### A small window of the routed layout, run 1

Window x 30 to 55, y 2 to 27 µm. Cells in gray, sequential cells in the stronger gray; small squares are vias.
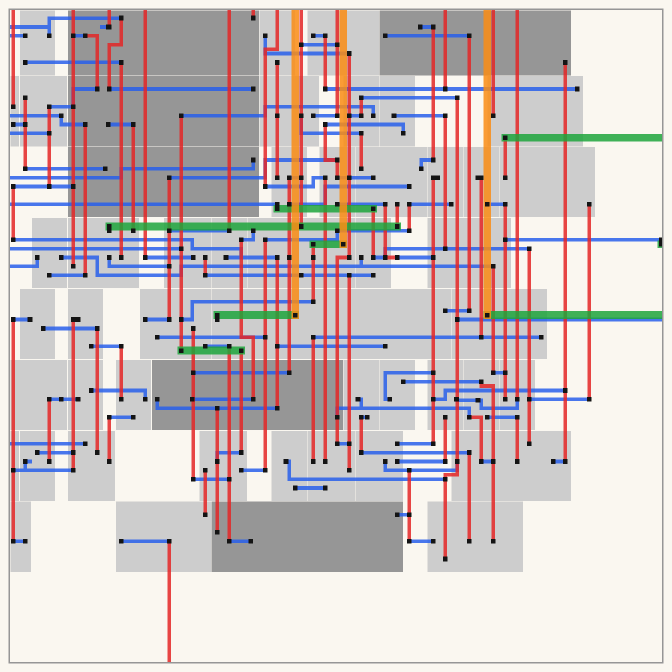
### Metal layers overlaid, run 1

Only two layers are drawn.
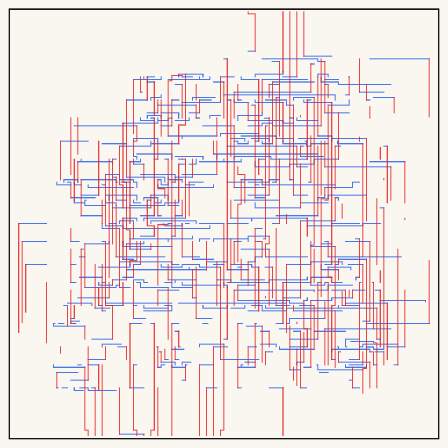
### Sequential cells colored by netlist name, run 1

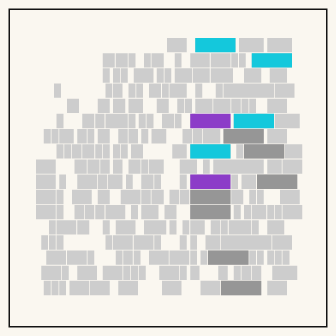
[src/rtl/dma_priority_arbiter_pkg.sv]
// Shared types and helpers for the DMA priority arbiter.
package dma_priority_arbiter_pkg;

    localparam int NUM_CH_MAX = 8;
    localparam int CH_IDX_W   = $clog2(NUM_CH_MAX);

    // Channel index wide enough for the largest supported configuration
    typedef logic [CH_IDX_W-1:0] ch_idx_t;

    // One-hot encoded arbiter states
    typedef enum logic [3:0] {
        ARB_IDLE    = 4'b0001,
        ARB_HRQ     = 4'b0010,
        ARB_GRANT   = 4'b0100,
        ARB_RELEASE = 4'b1000
    } arb_state_e;

    // (base + off) modulo n, used for rotating priority and pointer advance
    function automatic int wrap_idx(input int base, input int off, input int n);
        return (base + off) % n;
    endfunction

endpackage

[src/rtl/dma_priority_arbiter_if.sv]
// Request/acknowledge bundle between the arbiter and its environment.
interface dma_priority_arbiter_if #(
    parameter int NUM_CH = 4
);
    import dma_priority_arbiter_pkg::*;

    localparam int CW = $clog2(NUM_CH);

    logic [NUM_CH-1:0] dreq;
    logic [NUM_CH-1:0] dreq_pol;
    logic [NUM_CH-1:0] dack_pol;
    logic [NUM_CH-1:0] mask;
    logic [NUM_CH-1:0] sw_req;
    logic              rotating;
    logic              ctrl_disable;
    logic              hlda;
    logic              eop;
    logic              hrq;
    logic [NUM_CH-1:0] dack;
    logic [CW-1:0]     active_ch;
    logic              grant_valid;

    modport slave (
        input  dreq, dreq_pol, dack_pol, mask, sw_req,
        input  rotating, ctrl_disable, hlda, eop,
        output hrq, dack, active_ch, grant_valid
    );

    modport master (
        output dreq, dreq_pol, dack_pol, mask, sw_req,
        output rotating, ctrl_disable, hlda, eop,
        input  hrq, dack, active_ch, grant_valid
    );

endinterface

[src/rtl/dma_prio_encoder.sv]
// Combinational priority encoder: fixed (ch0 highest) or rotating from ptr.
module dma_prio_encoder #(
    parameter  int NUM_CH = 4,
    localparam int CW     = $clog2(NUM_CH)
) (
    input  logic [NUM_CH-1:0] eff_req,
    input  logic [CW-1:0]     ptr,
    input  logic              rotating,
    output logic [CW-1:0]     winner,
    output logic              found
);
    import dma_priority_arbiter_pkg::*;

    logic [CW-1:0] base;
    ch_idx_t       cand;

    // Scan channels starting at base; the first requesting one wins
    always_comb begin
        winner = '0;
        found  = 1'b0;
        cand   = '0;
        base   = rotating ? ptr : '0;
        for (int k = 0; k < NUM_CH; k++) begin
            cand = ch_idx_t'(wrap_idx(int'(base), k, NUM_CH));
            if (!found && eff_req[cand[CW-1:0]]) begin
                found  = 1'b1;
                winner = cand[CW-1:0];
            end
        end
    end

endmodule

[src/rtl/dma_priority_arbiter.sv]
// DMA channel arbiter: hold request / acknowledge handshake with priority grant.
module dma_priority_arbiter #(
    parameter int NUM_CH = 4
) (
    input  logic                  clk,
    input  logic                  reset,
    dma_priority_arbiter_if.slave bus
);
    import dma_priority_arbiter_pkg::*;

    localparam int CW = $clog2(NUM_CH);

    arb_state_e        state_reg;
    arb_state_e        state_next;
    logic [NUM_CH-1:0] eff_req;
    logic [NUM_CH-1:0] grant_onehot_reg;
    logic [CW-1:0]     active_ch_reg;
    logic [CW-1:0]     ptr_reg;
    logic [CW-1:0]     ptr_next;
    logic [CW-1:0]     winner;
    logic              found;
    logic              grant_valid_reg;

    // Per-channel request conditioning and acknowledge polarity
    for (genvar gi = 0; gi < NUM_CH; gi++) begin : g_ch
        assign eff_req[gi]  = ((bus.dreq[gi] ^ bus.dreq_pol[gi]) & ~bus.mask[gi])
                              | bus.sw_req[gi];
        assign bus.dack[gi] = grant_onehot_reg[gi] ^ bus.dack_pol[gi];
    end

    dma_prio_encoder #(.NUM_CH(NUM_CH)) u_enc (
        .eff_req  (eff_req),
        .ptr      (ptr_reg),
        .rotating (bus.rotating),
        .winner   (winner),
        .found    (found)
    );

    // Rotation pointer moves to the channel after the one just served
    assign ptr_next = CW'(wrap_idx(int'(active_ch_reg), 1, NUM_CH));

    // State register
    always_ff @(posedge clk) begin
        if (reset) state_reg <= ARB_IDLE;
        else       state_reg <= state_next;
    end

    // Next-state logic
    always_comb begin
        state_next = state_reg;
        case (state_reg)
            ARB_IDLE:    if ((|eff_req) && !bus.ctrl_disable) state_next = ARB_HRQ;
            ARB_HRQ:     if (bus.hlda) state_next = found ? ARB_GRANT : ARB_RELEASE;
            ARB_GRANT:   if (bus.eop || !bus.hlda) state_next = ARB_RELEASE;
            ARB_RELEASE: state_next = ARB_IDLE;
            default:     state_next = ARB_IDLE;
        endcase
    end

    // Grant capture on hlda, grant drop and pointer update on exit from service
    always_ff @(posedge clk) begin
        if (reset) begin
            grant_onehot_reg <= '0;
            active_ch_reg    <= '0;
            grant_valid_reg  <= 1'b0;
            ptr_reg          <= '0;
        end else begin
            case (state_reg)
                ARB_HRQ: begin
                    if (bus.hlda && found) begin
                        active_ch_reg    <= winner;
                        grant_onehot_reg <= NUM_CH'(1) << winner;
                        grant_valid_reg  <= 1'b1;
                    end
                end
                ARB_GRANT: begin
                    if (bus.eop || !bus.hlda) begin
                        grant_onehot_reg <= '0;
                        grant_valid_reg  <= 1'b0;
                        if (bus.rotating) ptr_reg <= ptr_next;
                    end
                end
                default: begin
                    grant_onehot_reg <= '0;
                    grant_valid_reg  <= 1'b0;
                end
            endcase
        end
    end

    // Outputs decoded from registered state
    always_comb begin
        bus.hrq         = (state_reg == ARB_HRQ) || (state_reg == ARB_GRANT);
        bus.active_ch   = active_ch_reg;
        bus.grant_valid = grant_valid_reg;
    end

endmodule

[src/flat_wrapper.sv]
// flat-port wrapper written by rule: the top's interface ports become plain ports
module dma_priority_arbiter_flat import dma_priority_arbiter_pkg::*;
#(
    parameter int NUM_CH = 4
)
  (clk, reset, bus_dreq, bus_dreq_pol, bus_dack_pol, bus_mask, bus_sw_req, bus_rotating, bus_ctrl_disable, bus_hlda, bus_eop, bus_hrq, bus_dack, bus_active_ch, bus_grant_valid);
  dma_priority_arbiter_if #(.NUM_CH(NUM_CH)) bus_i ();
  input  logic clk;
  input  logic reset;
  input wire logic [$bits(bus_i.dreq)-1:0] bus_dreq;
  input wire logic [$bits(bus_i.dreq_pol)-1:0] bus_dreq_pol;
  input wire logic [$bits(bus_i.dack_pol)-1:0] bus_dack_pol;
  input wire logic [$bits(bus_i.mask)-1:0] bus_mask;
  input wire logic [$bits(bus_i.sw_req)-1:0] bus_sw_req;
  input wire logic [$bits(bus_i.rotating)-1:0] bus_rotating;
  input wire logic [$bits(bus_i.ctrl_disable)-1:0] bus_ctrl_disable;
  input wire logic [$bits(bus_i.hlda)-1:0] bus_hlda;
  input wire logic [$bits(bus_i.eop)-1:0] bus_eop;
  output wire logic [$bits(bus_i.hrq)-1:0] bus_hrq;
  output wire logic [$bits(bus_i.dack)-1:0] bus_dack;
  output wire logic [$bits(bus_i.active_ch)-1:0] bus_active_ch;
  output wire logic [$bits(bus_i.grant_valid)-1:0] bus_grant_valid;
  assign bus_i.dreq = bus_dreq;
  assign bus_i.dreq_pol = bus_dreq_pol;
  assign bus_i.dack_pol = bus_dack_pol;
  assign bus_i.mask = bus_mask;
  assign bus_i.sw_req = bus_sw_req;
  assign bus_i.rotating = bus_rotating;
  assign bus_i.ctrl_disable = bus_ctrl_disable;
  assign bus_i.hlda = bus_hlda;
  assign bus_i.eop = bus_eop;
  assign bus_hrq = bus_i.hrq;
  assign bus_dack = bus_i.dack;
  assign bus_active_ch = bus_i.active_ch;
  assign bus_grant_valid = bus_i.grant_valid;
  dma_priority_arbiter #(.NUM_CH(NUM_CH)) u_core (.clk(clk), .reset(reset), .bus(bus_i));
endmodule
[config.mk]
export PLATFORM = sky130hd
export DESIGN_NAME = dma_priority_arbiter_flat
export DESIGN_NICKNAME = d
export VERILOG_FILES = /design/src/rtl/dma_priority_arbiter_pkg.sv /design/src/rtl/dma_priority_arbiter_if.sv /design/src/rtl/dma_prio_encoder.sv /design/src/rtl/dma_priority_arbiter.sv /design/src/flat_wrapper.sv
export SDC_FILE = /design/constraint.sdc
export NUM_CORES = 1
export LEC_CHECK = 0
export ABC_AREA = 1
export CORE_MARGIN = 4
export CORE_UTILIZATION = 46
export CTS_BUF_LIST = sky130_fd_sc_hd__clkbuf_16
export DETAILED_ROUTE_END_ITERATION = 16
export HOLD_SLACK_MARGIN = 0.12
export PLACE_DENSITY = 0.8
export SYNTH_ARGS = -nofsm -noshare
export SYNTH_HDL_FRONTEND = slang
export SYNTH_SLANG_ARGS = --single-unit
[constraint.sdc]
create_clock -name clk -period 2.1 [get_ports clk]
set_input_delay 0.42 -clock clk [delete_from_list [all_inputs] [get_ports clk]]
set_output_delay 0.42 -clock clk [all_outputs]
set_load 0.02 [all_outputs]
==> notes.md, run 1 <==
run metrics: Inverters=34, flop count=13, Commonest Layout Cell=nand2_1, Placed Area=1500 µm², vias in the first global route=1138, synth-to-layout area growth=47.2%, Syn Inst Count=172, synth top area cells=dfxtp_1 24%, nand2_1 14%, inv_1 10%, post-route setup slack=0.115 ns, Log Warnings=26, placed cell count=239, row cnt=17, maximum VDD drop=0.543 mV, Clock Power Share=39.9%, DP Worst Slack=-0.0768 ns, clock-net power=0.356 mW, Final Non-Filler Cells=243, ys flops=13, P_seq=0.283 mW, Final Slew Violations=0, H-tree depth=1, 1st-iter DRT viols=28, status=finished clean, clock root cell=clkbuf_16, Routed Antenna Nets=0
Notes on 'A small window of the routed layout' above:
legend:
  red:
    layer: M2
  orange:
    layer: M4
  blue:
    layer: M1
  green:
    layer: M3
most frequent: inv_1 (11), nand2_1 (6), dfxtp_1 (6)
cells with their middle in the window: 49
netlist names of flops here include: `u_core.state_reg` (3), `u_core.ptr_reg` (2)
sequential cells in the window: 6

Notes on 'Metal layers overlaid' above:
legend:
  red:
    layer: M2
    wire_length: 1500 µm
  blue:
    layer: M1
    wire_length: 1200 µm

Notes on 'Sequential cells colored by netlist name' above:
legend:
  cyan:
    name_in_the_netlist: `u_core.grant_onehot_reg`
    placed_flops: 4
  purple:
    name_in_the_netlist: `u_core.bus.active_ch`
    placed_flops: 2

[run 1: worst paths after layout]
check,slack [ns],startpoint,endpoint
worst max-delay path,0.12,u_core.state_reg[0]$_SDFFE_PP1P_,bus_hrq
worst min-delay path,0.48,u_core.bus.grant_valid$_SDFFE_PP0P_,u_core.bus.grant_valid$_SDFFE_PP0P_
worst max register to register,0.35,u_core.state_reg[0]$_SDFFE_PP1P_,u_core.grant_onehot_reg[3]$_SDFFE_PP0P_
worst min register to register,0.48,u_core.bus.grant_valid$_SDFFE_PP0P_,u_core.bus.grant_valid$_SDFFE_PP0P_
[run 1: cells by family after synthesis]
group / Yosys count / share of synthesized area (%)
simple gates: 101 / 48.3
buf+inv: 35 / 12.5
compound gates: 18 / 11.2
flops: 13 / 23.9
xor+xnor: 5 / 4.03
## Run 2: what changed since run 1
CAP_MARGIN = 10   (was unset)
PLACE_DENSITY = unset   (was 0.8)
PLACE_DENSITY_LB_ADDON = 0.2   (was unset)
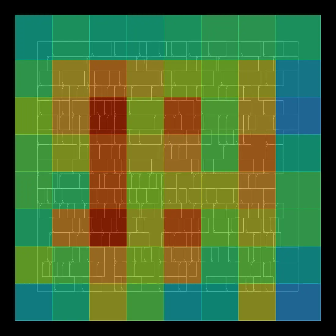
*Congestion heat map, run 2*
met3 Resource Use GR: 5.52%
met2 GRT Util: 34.0%
final core utilization: 73.6%

==> run 2 against run 1 <==
- routed wire length is 3.4% higher
- cell area increased by 2.7%
- synthesized cell count is the same
- register-to-register slack improved by 0.08 ns
- critical endpoint unchanged
- hold slack about the same
- combinational power is essentially flat
- sequential power is essentially flat
- critical path type unchanged
- sequential share of layout area decreased by 0.43 points
- via count up 0.58%
==> notes.md, run 2 <==
run metrics: RR Startpoint=u_core.state_reg[0]$_SDFFE_PP1P_, Top FF cell, synth=dfxtp_1, status=finished clean, H-tree depth=1 (unchanged), largest non-sequential cell family by area=simple AND/OR/NAND/NOR gates, Hold WC Path Type=register to register, HP Start=u_core.bus.grant_valid$_SDFFE_PP0P_, Final Non-Filler Cells=247 (+1.6%), mux share=0% (unchanged), synth top area cells=dfxtp_1 24%, nand2_1 14%, inv_1 10%, Reg area=260 µm², worst reg-to-reg setup slack=0.43 ns (+0.08 ns), post-route setup slack=0.135 ns (+0.0194 ns), ys flops=13 (unchanged), Log Warnings=26 (unchanged), Commonest Layout Cell=nand2_1, yosys simple share=48.3% (unchanged), 1st-iter DRT viols=31 (+11%), placed cell count=243 (+1.7%), synth-to-layout area growth=51.2%, vias in the first global route=1214 (+6.7%), post-synth top area cell=dfxtp_1, Placed Area=1530 µm² (+2.0%), Inverters=34 (unchanged), AO/OA Area Share=11.2% (unchanged), Worst Hold Depth=2, gr busiest metal=met2, adder share=0% (unchanged), row cnt=17 (unchanged), Final Slew Violations=0 (unchanged), maximum VDD drop=0.829 mV (+53%), flop count=13 (unchanged), Clock Power Share=39.6% (-0.3 points), clock root cell=clkbuf_16, DP Worst Slack=-0.135 ns (-0.0585 ns), Worst Setup SP=u_core.state_reg[2]$_SDFFE_PP0P_, Routed Antenna Nets=0 (unchanged), Max Root-Sink Buffers=2
-- run 2: power by group through the flow --
stage / Clock, mW / Sequential (mW) / Combinational, mW
floorplan: 0 / 0.290 / 0.136
global placement: 0 / 0.286 / 0.244
detailed placement: 0 / 0.286 / 0.250
CTS: 0.359 / 0.284 / 0.251
global route: 0.374 / 0.287 / 0.287
finish: 0.355 / 0.285 / 0.257
-- run 2: path summary, 6_finish.rpt --
kind	to
max	bus_hrq
min	u_core.bus.grant_valid$_SDFFE_PP0P_
max reg2reg	u_core.grant_onehot_reg[0]$_SDFFE_PP0P_
min reg2reg	u_core.bus.grant_valid$_SDFFE_PP0P_
-- run 2: worst min-delay path: stages (launching register included) --
cell and delay [ns]:
dfxtp_1 0.30, nand2_1 0.06, a21oi_1 0.06
## Run 3: what changed since run 2
--- a/config.mk
+++ b/config.mk
@@ -14,4 +14,5 @@
 export HOLD_SLACK_MARGIN = 0.12
 export PLACE_DENSITY_LB_ADDON = 0.2
+export SLEW_MARGIN = 10
 export SYNTH_ARGS = -nofsm -noshare
 export SYNTH_HDL_FRONTEND = slang
==> constraint.sdc (replaced) <==
create_clock -name clk -period 2.1 [get_ports clk]
set_input_delay 0.315 -clock clk [delete_from_list [all_inputs] [get_ports clk]]
set_output_delay 0.315 -clock clk [all_outputs]
set_load 0.02 [all_outputs]
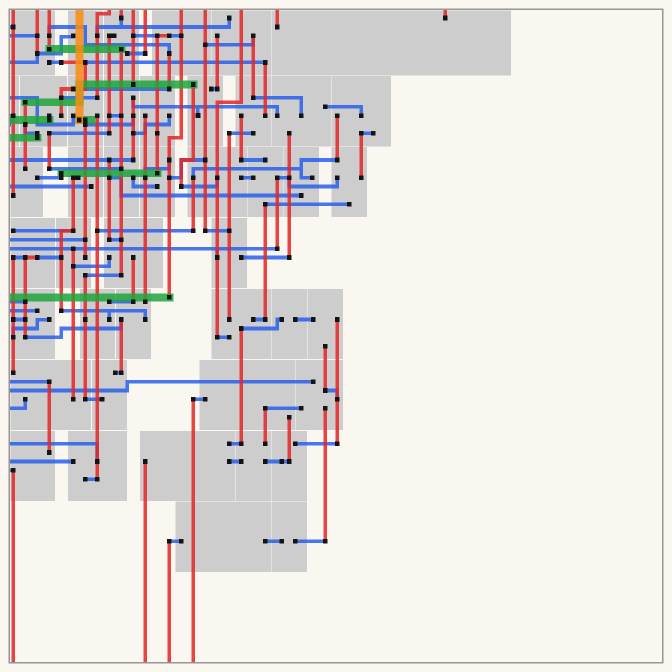
*A small window of the routed layout, run 3*
Window x 30 to 55, y 2 to 27 µm. Cells in gray, sequential cells in the stronger gray; small squares are vias.
legend:
  green:
    layer: M3
  orange:
    layer: M4
  red:
    layer: M2
  blue:
    layer: M1
cells with their middle in the window: 42
most frequent: nand2_1 (14), inv_1 (7)
sequential cells in the window: 0

==> run 3 against run 2 <==
- first-iteration DRC count is 26% lower
- sequential power hardly changed
- worst setup slack better by 0.051 ns
- routed wire length is 6.7% lower
- synthesized cell count stayed put
- critical path type is now primary input to primary output
- largest cell class unchanged
==> notes.md, run 3 <==
run metrics: sw frac=29.4%, ys flops=13 (unchanged), Max Root-Sink Buffers=2 (unchanged), Worst Hold Depth=2 (unchanged), final core utilization=70.1% (-3.5 points), Final Slew Violations=0 (unchanged), Routed Antenna Nets=0 (unchanged), post-synth top area cell=dfxtp_1, DP Worst Slack=-0.0340 ns (+0.101 ns), Clock Power Share=40.3% (+0.7 points), Reg area=260 µm² (unchanged), Total GRT Usage=18.0%, Log Warnings=26 (unchanged), CP top delay family=buffers and inverters, Commonest Layout Cell=nand2_1, clock root cell=clkbuf_16, largest non-sequential cell family by area=simple AND/OR/NAND/NOR gates, AO/OA Area Share=11.2% (unchanged), post-route setup slack=0.185 ns (+0.0508 ns), Inverters=34 (unchanged), P_comb=0.251 mW (-2%), 1st-iter DRT viols=23 (-26%), met2 GRT Util=31.7% (-2.3 points), Placed Area=1480 µm² (-3.4%), synth-to-layout area growth=44.0%, Top FF cell, synth=dfxtp_1, flop count=13 (unchanged), clock-net power=0.363 mW (+2%), row cnt=17 (unchanged), P_seq=0.287 mW (about the same), met3 Resource Use GR=5.52% (unchanged), RePlAce Congestion=1.01, gr busiest metal=met2, adder share=0% (unchanged), Hold WC Path Type=register to register, maximum VDD drop=0.791 mV (-4.6%), Final Non-Filler Cells=240 (-2.8%), top power group=the clock network, H-tree depth=1 (unchanged), yosys simple share=48.3% (unchanged), status=finished clean
## run 3: logic make-up after synthesis
kind of cell | count (synthesis)
and+or+nand+nor | 101
buffers and inverters | 35
xor gates and xnor gates | 5
AOI/OAI and AO/OA | 18
DFF | 13
## run 3: path summary, 6_finish.rpt
path,start,end,slack [ns]
max,bus_dack_pol[2],bus_dack[2],0.19
min,u_core.bus.grant_valid$_SDFFE_PP0P_,u_core.bus.grant_valid$_SDFFE_PP0P_,0.46
max reg2reg,u_core.state_reg[2]$_SDFFE_PP0P_,u_core.grant_onehot_reg[1]$_SDFFE_PP0P_,0.46
min reg2reg,u_core.bus.grant_valid$_SDFFE_PP0P_,u_core.bus.grant_valid$_SDFFE_PP0P_,0.46
Power is estimated from default activity; no workload was simulated.
